File: src/rtl/mips_bus_pkg.sv
// Shared types and constants for the MIPS memory-port arbiter slice.
package mips_bus_pkg;

    localparam int          BUS_ADDR_W   = 32;
    localparam int          BUS_DATA_W   = 32;
    localparam logic [31:0] RESET_VECTOR = 32'hBFC00000;

    typedef enum logic [1:0] {
        IDLE   = 2'd0,
        GRANT0 = 2'd1,
        GRANT1 = 2'd2
    } arb_state_t;

endpackage

File: src/rtl/mips_bus_mux.sv
// Combinational steering between the two masters and the slave port, selected
// by the arbiter state; nothing reaches the slave outside a grant.
module mips_bus_mux
    import mips_bus_pkg::*;
#(
    parameter int ADDR_W = BUS_ADDR_W,
    parameter int DATA_W = BUS_DATA_W
) (
    input  arb_state_t            state,
    input  logic                  m0_read,
    input  logic                  m0_write,
    input  logic [ADDR_W-1:0]     m0_address,
    input  logic [DATA_W-1:0]     m0_writedata,
    input  logic [DATA_W/8-1:0]   m0_byteenable,
    output logic                  m0_waitrequest,
    output logic [DATA_W-1:0]     m0_readdata,
    input  logic                  m1_read,
    input  logic                  m1_write,
    input  logic [ADDR_W-1:0]     m1_address,
    input  logic [DATA_W-1:0]     m1_writedata,
    input  logic [DATA_W/8-1:0]   m1_byteenable,
    output logic                  m1_waitrequest,
    output logic [DATA_W-1:0]     m1_readdata,
    output logic                  s_read,
    output logic                  s_write,
    output logic [ADDR_W-1:0]     s_address,
    output logic [DATA_W-1:0]     s_writedata,
    output logic [DATA_W/8-1:0]   s_byteenable,
    input  logic                  s_waitrequest,
    input  logic [DATA_W-1:0]     s_readdata
);

    always_comb begin
        s_read         = 1'b0;
        s_write        = 1'b0;
        s_address      = '0;
        s_writedata    = '0;
        s_byteenable   = '0;
        m0_waitrequest = 1'b1;
        m1_waitrequest = 1'b1;
        m0_readdata    = '0;
        m1_readdata    = '0;
        case (state)
            GRANT0: begin
                // A simultaneous read+write is treated as a write.
                s_read         = m0_read & ~m0_write;
                s_write        = m0_write;
                s_address      = m0_address;
                s_writedata    = m0_writedata;
                s_byteenable   = m0_byteenable;
                m0_waitrequest = s_waitrequest;
                m0_readdata    = s_readdata;
            end
            GRANT1: begin
                s_read         = m1_read & ~m1_write;
                s_write        = m1_write;
                s_address      = m1_address;
                s_writedata    = m1_writedata;
                s_byteenable   = m1_byteenable;
                m1_waitrequest = s_waitrequest;
                m1_readdata    = s_readdata;
            end
            default: ;
        endcase
    end

endmodule

File: src/rtl/mips_bus_arbiter.sv
// Two-master arbiter for the shared memory port (fetch m0, data m1).
// ARB_ROUND_ROBIN_EN: round-robin tie-break instead of fixed m1 > m0 priority.
module mips_bus_arbiter
    import mips_bus_pkg::*;
#(
    parameter int ADDR_W = BUS_ADDR_W,
    parameter int DATA_W = BUS_DATA_W
) (
    input  logic                  clk,
    input  logic                  rst,
    input  logic                  m0_read,
    input  logic                  m0_write,
    input  logic [ADDR_W-1:0]     m0_address,
    input  logic [DATA_W-1:0]     m0_writedata,
    input  logic [DATA_W/8-1:0]   m0_byteenable,
    output logic                  m0_waitrequest,
    output logic [DATA_W-1:0]     m0_readdata,
    input  logic                  m1_read,
    input  logic                  m1_write,
    input  logic [ADDR_W-1:0]     m1_address,
    input  logic [DATA_W-1:0]     m1_writedata,
    input  logic [DATA_W/8-1:0]   m1_byteenable,
    output logic                  m1_waitrequest,
    output logic [DATA_W-1:0]     m1_readdata,
    output logic                  s_read,
    output logic                  s_write,
    output logic [ADDR_W-1:0]     s_address,
    output logic [DATA_W-1:0]     s_writedata,
    output logic [DATA_W/8-1:0]   s_byteenable,
    input  logic                  s_waitrequest,
    input  logic [DATA_W-1:0]     s_readdata,
    output logic                  busy
);

    arb_state_t state_q, state_d;
    logic       last_grant_q, last_grant_d;
    logic       m0_req, m1_req;

    assign m0_req = m0_read | m0_write;
    assign m1_req = m1_read | m1_write;

    always_ff @(posedge clk) begin
        if (rst) begin
            state_q      <= IDLE;
            last_grant_q <= 1'b1;
        end else begin
            state_q      <= state_d;
            last_grant_q <= last_grant_d;
        end
    end

    always_comb begin
        state_d      = state_q;
        last_grant_d = last_grant_q;
        case (state_q)
            IDLE: begin
`ifdef ARB_ROUND_ROBIN_EN
                if (m0_req && m1_req)
                    state_d = last_grant_q ? GRANT0 : GRANT1;
                else if (m1_req)
                    state_d = GRANT1;
                else if (m0_req)
                    state_d = GRANT0;
`else
                if (m1_req)
                    state_d = GRANT1;
                else if (m0_req)
                    state_d = GRANT0;
`endif
            end
            GRANT0: begin
                // A withdrawn request abandons the grant without counting it.
                if (!m0_req) begin
                    state_d = IDLE;
                end else if (!s_waitrequest) begin
                    state_d      = IDLE;
                    last_grant_d = 1'b0;
                end
            end
            GRANT1: begin
                if (!m1_req) begin
                    state_d = IDLE;
                end else if (!s_waitrequest) begin
                    state_d      = IDLE;
                    last_grant_d = 1'b1;
                end
            end
            default: state_d = IDLE;
        endcase
    end

    always_comb begin
        busy = (state_q == GRANT0) || (state_q == GRANT1);
    end

    mips_bus_mux #(
        .ADDR_W (ADDR_W),
        .DATA_W (DATA_W)
    ) u_mux (
        .state          (state_q),
        .m0_read        (m0_read),
        .m0_write       (m0_write),
        .m0_address     (m0_address),
        .m0_writedata   (m0_writedata),
        .m0_byteenable  (m0_byteenable),
        .m0_waitrequest (m0_waitrequest),
        .m0_readdata    (m0_readdata),
        .m1_read        (m1_read),
        .m1_write       (m1_write),
        .m1_address     (m1_address),
        .m1_writedata   (m1_writedata),
        .m1_byteenable  (m1_byteenable),
        .m1_waitrequest (m1_waitrequest),
        .m1_readdata    (m1_readdata),
        .s_read         (s_read),
        .s_write        (s_write),
        .s_address      (s_address),
        .s_writedata    (s_writedata),
        .s_byteenable   (s_byteenable),
        .s_waitrequest  (s_waitrequest),
        .s_readdata     (s_readdata)
    );

endmodule

File: config.mk
export PLATFORM = sky130hd
export DESIGN_NAME = mips_bus_arbiter
export DESIGN_NICKNAME = d
export VERILOG_FILES = /design/src/rtl/mips_bus_pkg.sv /design/src/rtl/mips_bus_mux.sv /design/src/rtl/mips_bus_arbiter.sv
export SDC_FILE = /design/constraint.sdc
export NUM_CORES = 1
export LEC_CHECK = 0
export CORE_AREA = 2 2 120 122
export CTS_CLUSTER_DIAMETER = 50
export DETAILED_ROUTE_END_ITERATION = 8
export DIE_AREA = 0 0 122 124
export GPL_TIMING_DRIVEN = 1
export HOLD_SLACK_MARGIN = 0.05
export SYNTH_ARGS = -nofsm -noshare
export SYNTH_HDL_FRONTEND = slang
export SYNTH_SLANG_ARGS = --single-unit
File: constraint.sdc
create_clock -name clk -period 2 [get_ports clk]
set_clock_uncertainty 0.05 [all_clocks]
set_input_delay 0.2 -clock clk [delete_from_list [all_inputs] [get_ports clk]]
set_output_delay 0.2 -clock clk [all_outputs]
set_load 0.01 [all_outputs]
final_clocks.png
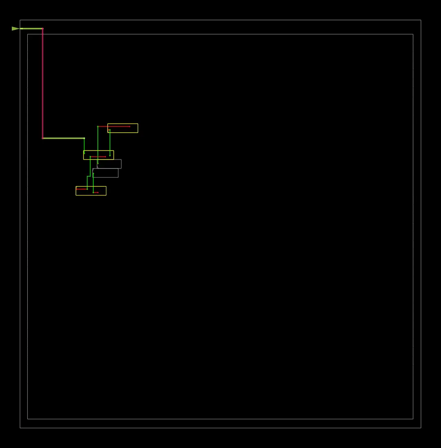
clock latency of the later-clocked register in the worst-skew pair: 220 ps
number of buffers added by the clock tree synthesis step: 3
Sink Count: 2
clock buf count: 3
number of flip-flops and latches: 2

clock_map.png
The bar under the picture is 20 µm long.
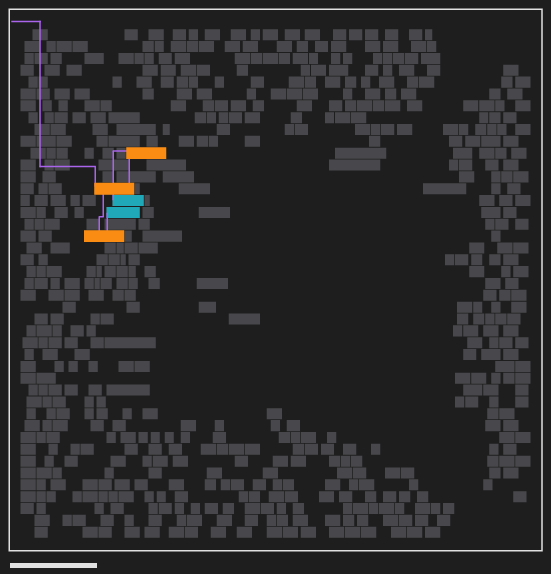
- cells driving clock nets: orange (count 3)
- clock wires: purple (length 112 µm)
- flip-flops: cyan (count 2)
- routed clock nets: 4
Power Clock: 300 µW
clock network fraction of total power: 0.188

==> flow_summary.html <==
<h2>Implementation results</h2>
<table>
<tr><th>Metric</th><th>Value</th></tr>
<tr><th colspan="2">Min path</th></tr>
<tr><td>Worst Hold End</td><td>state_q[0]</td></tr>
<tr><td>Startpoint of the most critical hold path</td><td>state_q[0]</td></tr>
<tr><th colspan="2">Worst setup path</th></tr>
<tr><td>Critical Setup Path Class</td><td>flop to output pin</td></tr>
<tr><td>Launching element of the worst setup path</td><td>state_q[1]</td></tr>
<tr><th colspan="2">Detailed routing</th></tr>
<tr><td>Total number of vias</td><td>3,171</td></tr>
<tr><td>Highest routed layer</td><td>met4</td></tr>
<tr><td>M1 WL</td><td>4370 µm</td></tr>
<tr><th colspan="2">Power and ir drop</th></tr>
<tr><td>Cell internal power dissipation</td><td>1.08 mW</td></tr>
<tr><td>Peak VDD IR</td><td>261 µV</td></tr>
<tr><td>Share of total power in sequential cells</td><td>0.030</td></tr>
<tr><td>Switching power share of the total</td><td>0.321</td></tr>
<tr><th colspan="2">Status</th></tr>
<tr><td>Status</td><td>complete, no violations</td></tr>
<tr><th colspan="2">Timing</th></tr>
<tr><td>Shortest period the worst path allows</td><td>1950 ps</td></tr>
<tr><th colspan="2">Global route</th></tr>
<tr><td>Met2 routing resource usage after global routing</td><td>0.269</td></tr>
<tr><td>Total GRT Usage</td><td>0.138</td></tr>
<tr><th colspan="2">Floorplanning</th></tr>
<tr><td>Number of ports placed on the die boundary</td><td>312</td></tr>
<tr><td>Chip height</td><td>124 µm</td></tr>
<tr><td>Core Rows</td><td>43</td></tr>
<tr><th colspan="2">Yosys</th></tr>
<tr><td>Synthesized registers</td><td>2</td></tr>
<tr><td>Net Count, Synth</td><td>442</td></tr>
<tr><td>Synthesized instance count</td><td>262</td></tr>
<tr><th colspan="2">Clock network</th></tr>
<tr><td>Clock tree root buffer cell</td><td>sky130_fd_sc_hd__clkbuf_16</td></tr>
<tr><td>Maximum level of the CTS H-tree</td><td>1</td></tr>
<tr><th colspan="2">Run</th></tr>
<tr><td>Tally of OpenROAD warnings</td><td>30</td></tr>
</table>
cell_classes.png
Fill, decap, tap and diode cells in grey.
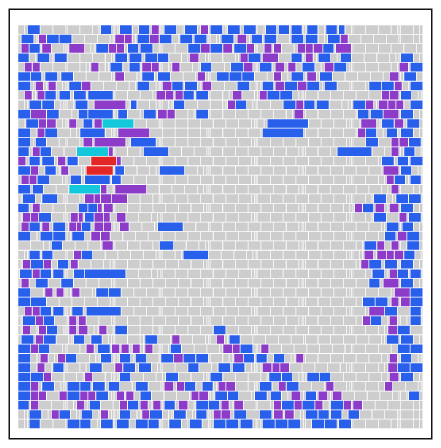
- cells driving clock nets: cyan (cells 3)
- other buffers and delay cells: blue (cells 335)
- flops: red (cells 2)
- all other logic: purple (cells 230)

[critical path, stage by stage (launching register included)]
cell and delay, ps:
sky130_fd_sc_hd__dfxtp_2 360, sky130_fd_sc_hd__inv_2 80, sky130_fd_sc_hd__ha_4 320, sky130_fd_sc_hd__bufbuf_16 300, sky130_fd_sc_hd__nor2b_1 120, sky130_fd_sc_hd__dlygate4sd2_1 290
[power groups by stage]
stage	clock (mW)	sequential (mW)	combinational [mW]
final	0.300	0.0482	1.24
after detailed placement	0	0.0465	1.20
after global routing	0.308	0.0484	1.34
after floorplan	0	0.0478	0.445
after CTS	0.303	0.0481	1.24
after global placement	0	0.0461	1.18
[synth_stat cells (all sizes together)]
master	count	area, µm²
nand3	2	10.0
nor4	1	6.26
o22ai	1	6.26
nor2	1	3.75
buf	17	123
nand2	2	7.51
o21a	3	22.5
nor3b	2	15.0
ha	5	62.6
o211ai	3	22.5
nand4b	2	17.5
inv	2	7.51
nor2b	69	432
dfxtp	2	40.0
o21ai	1	5.00
clkbuf	13	52.6
nand2b	2	12.5
a22oi	69	518
and2	65	407
[through the flow]
stage / setup TNS, ps / area, µm²
finish: 0 / 5380
floorplan: 0 / 1770
CTS: 0 / 5320
global placement: -0.686 / 5140
global route: 0 / 5380
detailed placement: -167 / 5140
[logic make-up (layout without fill, tap and decap cells)]
family | after synthesis | in the layout | synth area share
AND/OR/NAND/NOR | 146 | 146 | 0.514
buffers and inverters | 32 | 340 | 0.103
adder cells (fa/ha/maj) | 5 | 5 | 0.0353
AND-OR/OR-AND | 77 | 77 | 0.324
flip-flops | 2 | 2 | 0.0226
[layout make-up]
class	count	area [µm²]
well taps	180	225
multi-input cells	228	1650
flip-flops and latches	2	41.3
inverters	2	7.51
fillers	1407	8340
repair buffers	335	3380
clock buffers	3	75.1
Power figures rest on the tool's default switching activity, not on a simulated workload.
